===== config.mk =====
export PLATFORM = sky130hd
export DESIGN_NAME = sys_timer_flat
export DESIGN_NICKNAME = d
export VERILOG_FILES = /design/src/rtl/sys_timer_pkg.sv /design/src/rtl/sys_timer_if.sv /design/src/rtl/sys_counter64.sv /design/src/rtl/sys_timer.sv /design/src/flat_wrapper.sv
export SDC_FILE = /design/constraint.sdc
export NUM_CORES = 1
export LEC_CHECK = 0
export CAP_MARGIN = 0
export CORE_AREA = 2 2 190 117
export CTS_CLUSTER_DIAMETER = 100
export DETAILED_ROUTE_END_ITERATION = 8
export DIE_AREA = 0 0 192 119
export GPL_ROUTABILITY_DRIVEN = 0
export GPL_TIMING_DRIVEN = 1
export PLACE_DENSITY = 0.75
export RECOVER_POWER = 25
export SETUP_SLACK_MARGIN = 0.3
export SLEW_MARGIN = 25
export SYNTH_ARGS = -nofsm -noshare
export SYNTH_HDL_FRONTEND = slang
export SYNTH_HIERARCHICAL = 1
export SYNTH_SLANG_ARGS = --single-unit

===== constraint.sdc =====
create_clock -name clk -period 6.61 [get_ports clk]
set_input_delay 1.6525 -clock clk [delete_from_list [all_inputs] [get_ports clk]]
set_output_delay 1.6525 -clock clk [all_outputs]
set_load 0.01 [all_outputs]

===== src/rtl/sys_timer_pkg.sv =====
// Shared types for the system counter block: the CSR counter select encoding.
package SysTimerConsts;

  typedef enum logic [1:0] {
    CYCLE   = 2'd0,
    TIME    = 2'd1,
    INSTRET = 2'd2
  } Type;

endpackage


===== src/rtl/sys_timer_if.sv =====
// Read path between the CSR execute unit and the system counters.
interface SysTimerIF;
  import SysTimerConsts::*;

  Type         timer;
  logic        upper;
  logic [31:0] data;

  modport SysTimerPort (
    input  timer,
    input  upper,
    output data
  );

  modport CSRUnitPort (
    output timer,
    output upper,
    input  data
  );

endinterface


===== src/rtl/sys_counter64.sv =====
// 64-bit wrapping up-counter with a parameterised reset value.
module sys_counter64 #(
  parameter logic [63:0] INIT = 64'h0
) (
  input  logic        clk,
  input  logic        rst_n,
  input  logic        inc,
  output logic [63:0] q
);

  always_ff @(posedge clk or negedge rst_n) begin
    if (!rst_n) begin
      q <= INIT;
    end else if (inc) begin
      q <= q + 64'd1;
    end
  end

endmodule


===== src/rtl/sys_timer.sv =====
// Cycle, time and instret counters for the RV32I user counter CSRs, with a
// zero-latency 32-bit read mux driven from registered state only.
module sys_timer
  import SysTimerConsts::*;
#(
  parameter int unsigned CLK_FREQ_HZ  = 50_000_000,
  parameter int unsigned TIME_FREQ_HZ = 1_000_000,
  parameter logic [63:0] CYCLE_INIT   = 64'h0,
  parameter logic [63:0] TIME_INIT    = 64'h0,
  parameter logic [63:0] INSTRET_INIT = 64'h0
) (
  input  logic                  clk,
  input  logic                  rst_n,
  input  logic                  retire,
  SysTimerIF.SysTimerPort       sys_timer_if
);

  localparam int unsigned TimeFreq = (TIME_FREQ_HZ == 0) ? 1 : TIME_FREQ_HZ;
  localparam int unsigned DIV      = CLK_FREQ_HZ / TimeFreq;

  if (TIME_FREQ_HZ == 0 || (CLK_FREQ_HZ % TimeFreq) != 0 || DIV < 1) begin : g_bad_freq
    $fatal(1, "sys_timer: CLK_FREQ_HZ must be a non-zero multiple of TIME_FREQ_HZ");
  end

  logic        time_tick;
  logic [63:0] cycle_q;
  logic [63:0] time_q;
  logic [63:0] instret_q;

  if (DIV == 1) begin : g_no_presc
    assign time_tick = 1'b1;
  end else begin : g_presc
    localparam int unsigned PW = $clog2(DIV);

    logic [PW-1:0] presc_q;

    assign time_tick = (presc_q == PW'(DIV - 1));

    always_ff @(posedge clk or negedge rst_n) begin
      if (!rst_n) begin
        presc_q <= '0;
      end else if (time_tick) begin
        presc_q <= '0;
      end else begin
        presc_q <= presc_q + PW'(1);
      end
    end
  end

  sys_counter64 #(
    .INIT (CYCLE_INIT)
  ) u_cycle (
    .clk   (clk),
    .rst_n (rst_n),
    .inc   (1'b1),
    .q     (cycle_q)
  );

  sys_counter64 #(
    .INIT (TIME_INIT)
  ) u_time (
    .clk   (clk),
    .rst_n (rst_n),
    .inc   (time_tick),
    .q     (time_q)
  );

  sys_counter64 #(
    .INIT (INSTRET_INIT)
  ) u_instret (
    .clk   (clk),
    .rst_n (rst_n),
    .inc   (retire),
    .q     (instret_q)
  );

  // Reads see pre-increment state, so an instruction reading instret as it
  // retires observes the old count.
  logic [63:0] sel_val;

  always_comb begin
    sel_val = 64'h0;
    case (sys_timer_if.timer)
      CYCLE:   sel_val = cycle_q;
      TIME:    sel_val = time_q;
      INSTRET: sel_val = instret_q;
      default: sel_val = 64'h0;
    endcase
  end

  assign sys_timer_if.data = sys_timer_if.upper ? sel_val[63:32] : sel_val[31:0];

endmodule


===== src/flat_wrapper.sv =====
// flat-port wrapper written by rule: the top's interface ports become plain ports
module sys_timer_flat import SysTimerConsts::*;
#(
  parameter int unsigned CLK_FREQ_HZ  = 50_000_000,
  parameter int unsigned TIME_FREQ_HZ = 1_000_000,
  parameter logic [63:0] CYCLE_INIT   = 64'h0,
  parameter logic [63:0] TIME_INIT    = 64'h0,
  parameter logic [63:0] INSTRET_INIT = 64'h0
)
  (clk, rst_n, retire, sys_timer_if_timer, sys_timer_if_upper, sys_timer_if_data);
  SysTimerIF sys_timer_if_i ();
  input  logic clk;
  input  logic rst_n;
  input  logic retire;
  input wire logic [$bits(sys_timer_if_i.timer)-1:0] sys_timer_if_timer;
  input wire logic [$bits(sys_timer_if_i.upper)-1:0] sys_timer_if_upper;
  output wire logic [$bits(sys_timer_if_i.data)-1:0] sys_timer_if_data;
  assign sys_timer_if_i.timer = sys_timer_if_timer;
  assign sys_timer_if_i.upper = sys_timer_if_upper;
  assign sys_timer_if_data = sys_timer_if_i.data;
  sys_timer #(.CLK_FREQ_HZ(CLK_FREQ_HZ), .TIME_FREQ_HZ(TIME_FREQ_HZ), .CYCLE_INIT(CYCLE_INIT), .TIME_INIT(TIME_INIT), .INSTRET_INIT(INSTRET_INIT)) u_core (.clk(clk), .rst_n(rst_n), .retire(retire), .sys_timer_if(sys_timer_if_i));
endmodule

Fig. 1: routing congestion
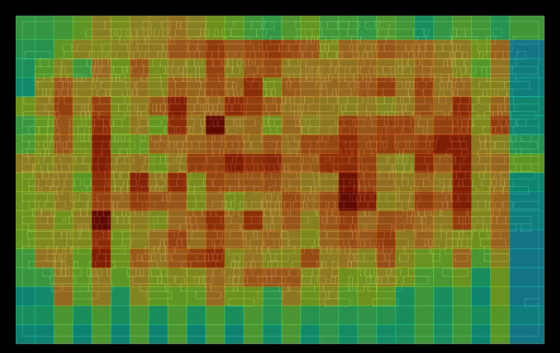
routing usage on met1: 45.8%
Wirelength per Cell: 21.3 µm
gr usage total: 28.7%

Fig. 2: placed cells, one color a class
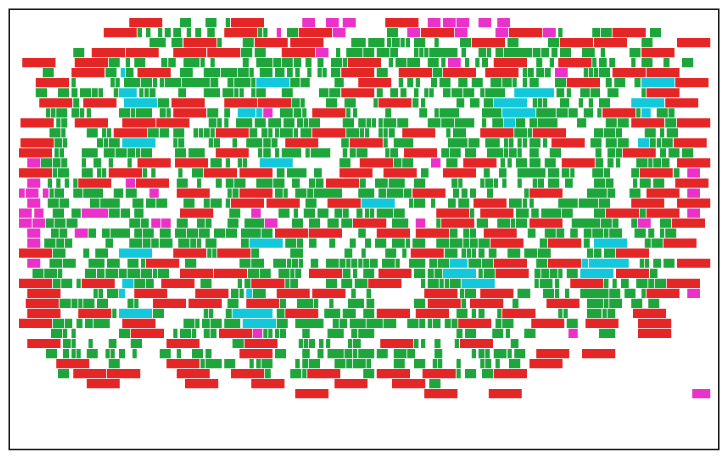
Key: cyan = clock drivers and dummy loads [cells 32]; green = remaining logic cells [cells 915]; magenta = remaining buffers and delay cells [cells 49]; red = registers [cells 198]

Fig. 3: metal layers overlaid
Scale bar: 50 µm.
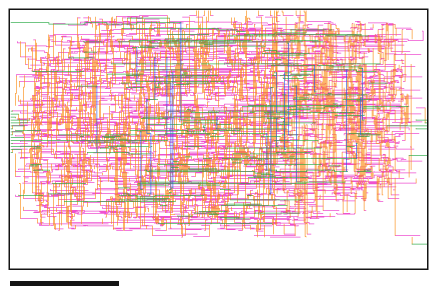
Key: magenta = M1 [wire length 15200 µm]; orange = M2 [wire length 12500 µm]; green = M3 [wire length 3100 µm]; blue = M4 [wire length 651 µm]

Fig. 4: where the registers sit
Scale bar: 50 µm. Other sequential cells in the stronger gray, the rest of the logic in the fainter gray.
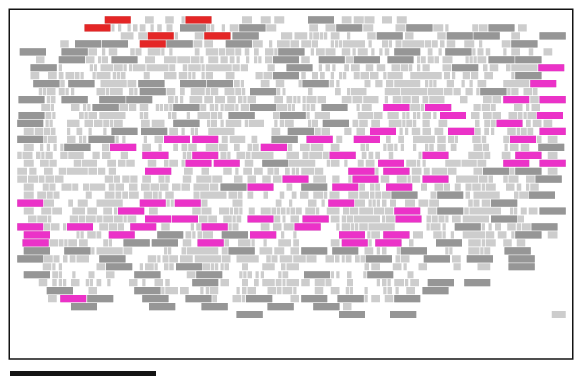
Key: red = u_core/g_presc.presc_q [sequential cells 6, where upper left]; magenta = u_core/u_cycle/q [sequential cells 64]
Another 128 sequential cells are not colored.

Fig. 5: wiring heat map
Scale bar: 50 µm. 38 x 24 tiles, from dark blue (low) to red (high), scaled to the fullest tile. Values are wire area over tile area, all layers added.
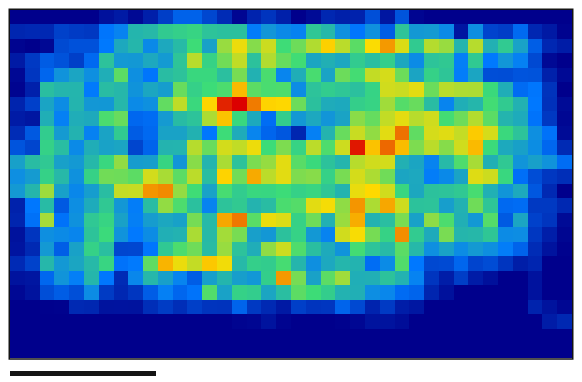
The densest ninth of the die: center. The fullest tile reaches 0.72. 18% of the tiles are nearly empty.

==> flow_summary.toml <==
# flow metrics
[place]
post-place-ws_ns = 1.02
place_area_um2 = 12100
hpwl_um = 23300

[clock_tree]
ctsHoldBuffers = 0
clk_latency_ns = 0.44
clkSinkCount = 198
cts_buffer_depth = 2
ctsResizeCount = 0
cts_tree = "yes"
cts_setup_buffers = 0
path_clk_slew_ns = 0.06
root_buffer = "clkbuf_16"
htreeDepth = 4
cts_buffers = 17

[hold_path]
hold_class = "reg2reg"
worst_hold_startpoint = "u_core/u_cycle/q[63]"
hold_depth = 1

[run]
warning_count = 27
cap_violations = 0

[synthesis]
ys_types = 42
ff_type = "dfrtp_1"
synth_seq_share_pct = 43.2
synthXorXnorAreaFrac_pct = 14.7
top_cells_by_area = "dfrtp_1 (43%), xor2_1 (8.1%), xnor2_1 (6.6%), nand2_1 (3.9%), nor2_1 (3.7%)"
logic_family = "simple AND/OR/NAND/NOR gates"
mux_share_pct = 3.09
ys.flops = 198
ys_async_sr_fraction_pct = 100
syn_avg_cell_area_um2 = 10.0
enable_flop_cells = 0
syn_area_um2 = 11500
yosys_area_um2 = 11500
yosysMostFrequentCell = "dfrtp_1"
aoi_share_pct = 8.14
syn_inst = 1144
synthTopCellsByCount = "dfrtp_1 (198), nand2_1 (118), nor2_1 (114)"

[die]
fp_util_pct = 53.5
rows = 42
die_area_um2 = 22800
io_pins = 38

[critical_path]
crit_path_top_delay_cell = "clkdlybuf4s50_1"
rr_endpoint = "u_core/u_time/q[39]"
rr_startpoint = "u_core/g_presc.presc_q[1]"
worstSetupStartpoint = "sys_timer_if_timer[1]"
critPathTopFamily = "buffers and inverters"
worstSetupPathType = "in2out"
required_ns = 4.96
slowest_delay_ns = 0.62
crit_path_cell_trace = "buf_2, or2_2, buf_4, o32ai_1, a311oi_1, clkdlybuf4s50_1"
endpoint = "sys_timer_if_data[27]"
reg2reg_depth = 10
path_depth = 6
startpoint_type = "input port"

[drt]
via_count = 9152
top_layer = "met4"
met3_length_um = 3100
vias_per_cell = 6.18
drc = 0
detail_route.first_pass.iterations = 6

[layout]
regArea_um2 = 4950
nets = 1192
final_core_util_pct = 59.2
antenna-diode-count = 0
clk_share_pct = 4.84
buffers_excl_clock = 49
drive_above_1_share_pct = 13.1
largest_class = "combinational gates"
mi_logic_area_um2 = 6170
clkbuf_count = 21
num-fill-cells = 1782
layout.sequential_cells = 198
area_growth_pct = 10.5

[outcome]
status = "finished, final reports clean"

[global_route]
antenna_found_initial = 0
grt_pass1_vias = 8689

[final_timing]
finalSetupViolCount = 0
maxSlewViolCount = 0
finalCritPeriodShare_pct = 85.1
rsz0062_at_grt = "no"
fin_setup_tns_ns = 0
period_needed_ns = 5.63
setup_slack_ns = 0.982
finalHoldViolCount = 0
worstMarginPinSlew_ns = 0.942

[power_and_ir_drop]
power.density_nw_per_um2 = 214
power_mw = 2.72
==> where the power goes <==
| part | total, mW | switching, mW | internal [mW] |
|---|---|---|---|
| combinational | 0.272 | 0.156 | 0.116 |
| clock | 1.10 | 0.471 | 0.627 |
| sequential | 1.35 | 0.0955 | 1.25 |
==> routing by layer <==
metal | GRT usage (%) | up-vias
met4 | 8.73 | 0
met5 | 0 | -
met1 | 45.8 | 4506
li1 | - | 4144
met2 | 37.8 | 454
met3 | 6.96 | 48
==> flip-flops by register name (all words and copies together), names as in the netlist <==
signal                  cells
u_core/u_cycle/q           64
u_core/u_time/q            64
u_core/u_instret/q         64
u_core/g_presc.presc_q      6
Power figures rest on the tool's default switching activity, not on a simulated workload.
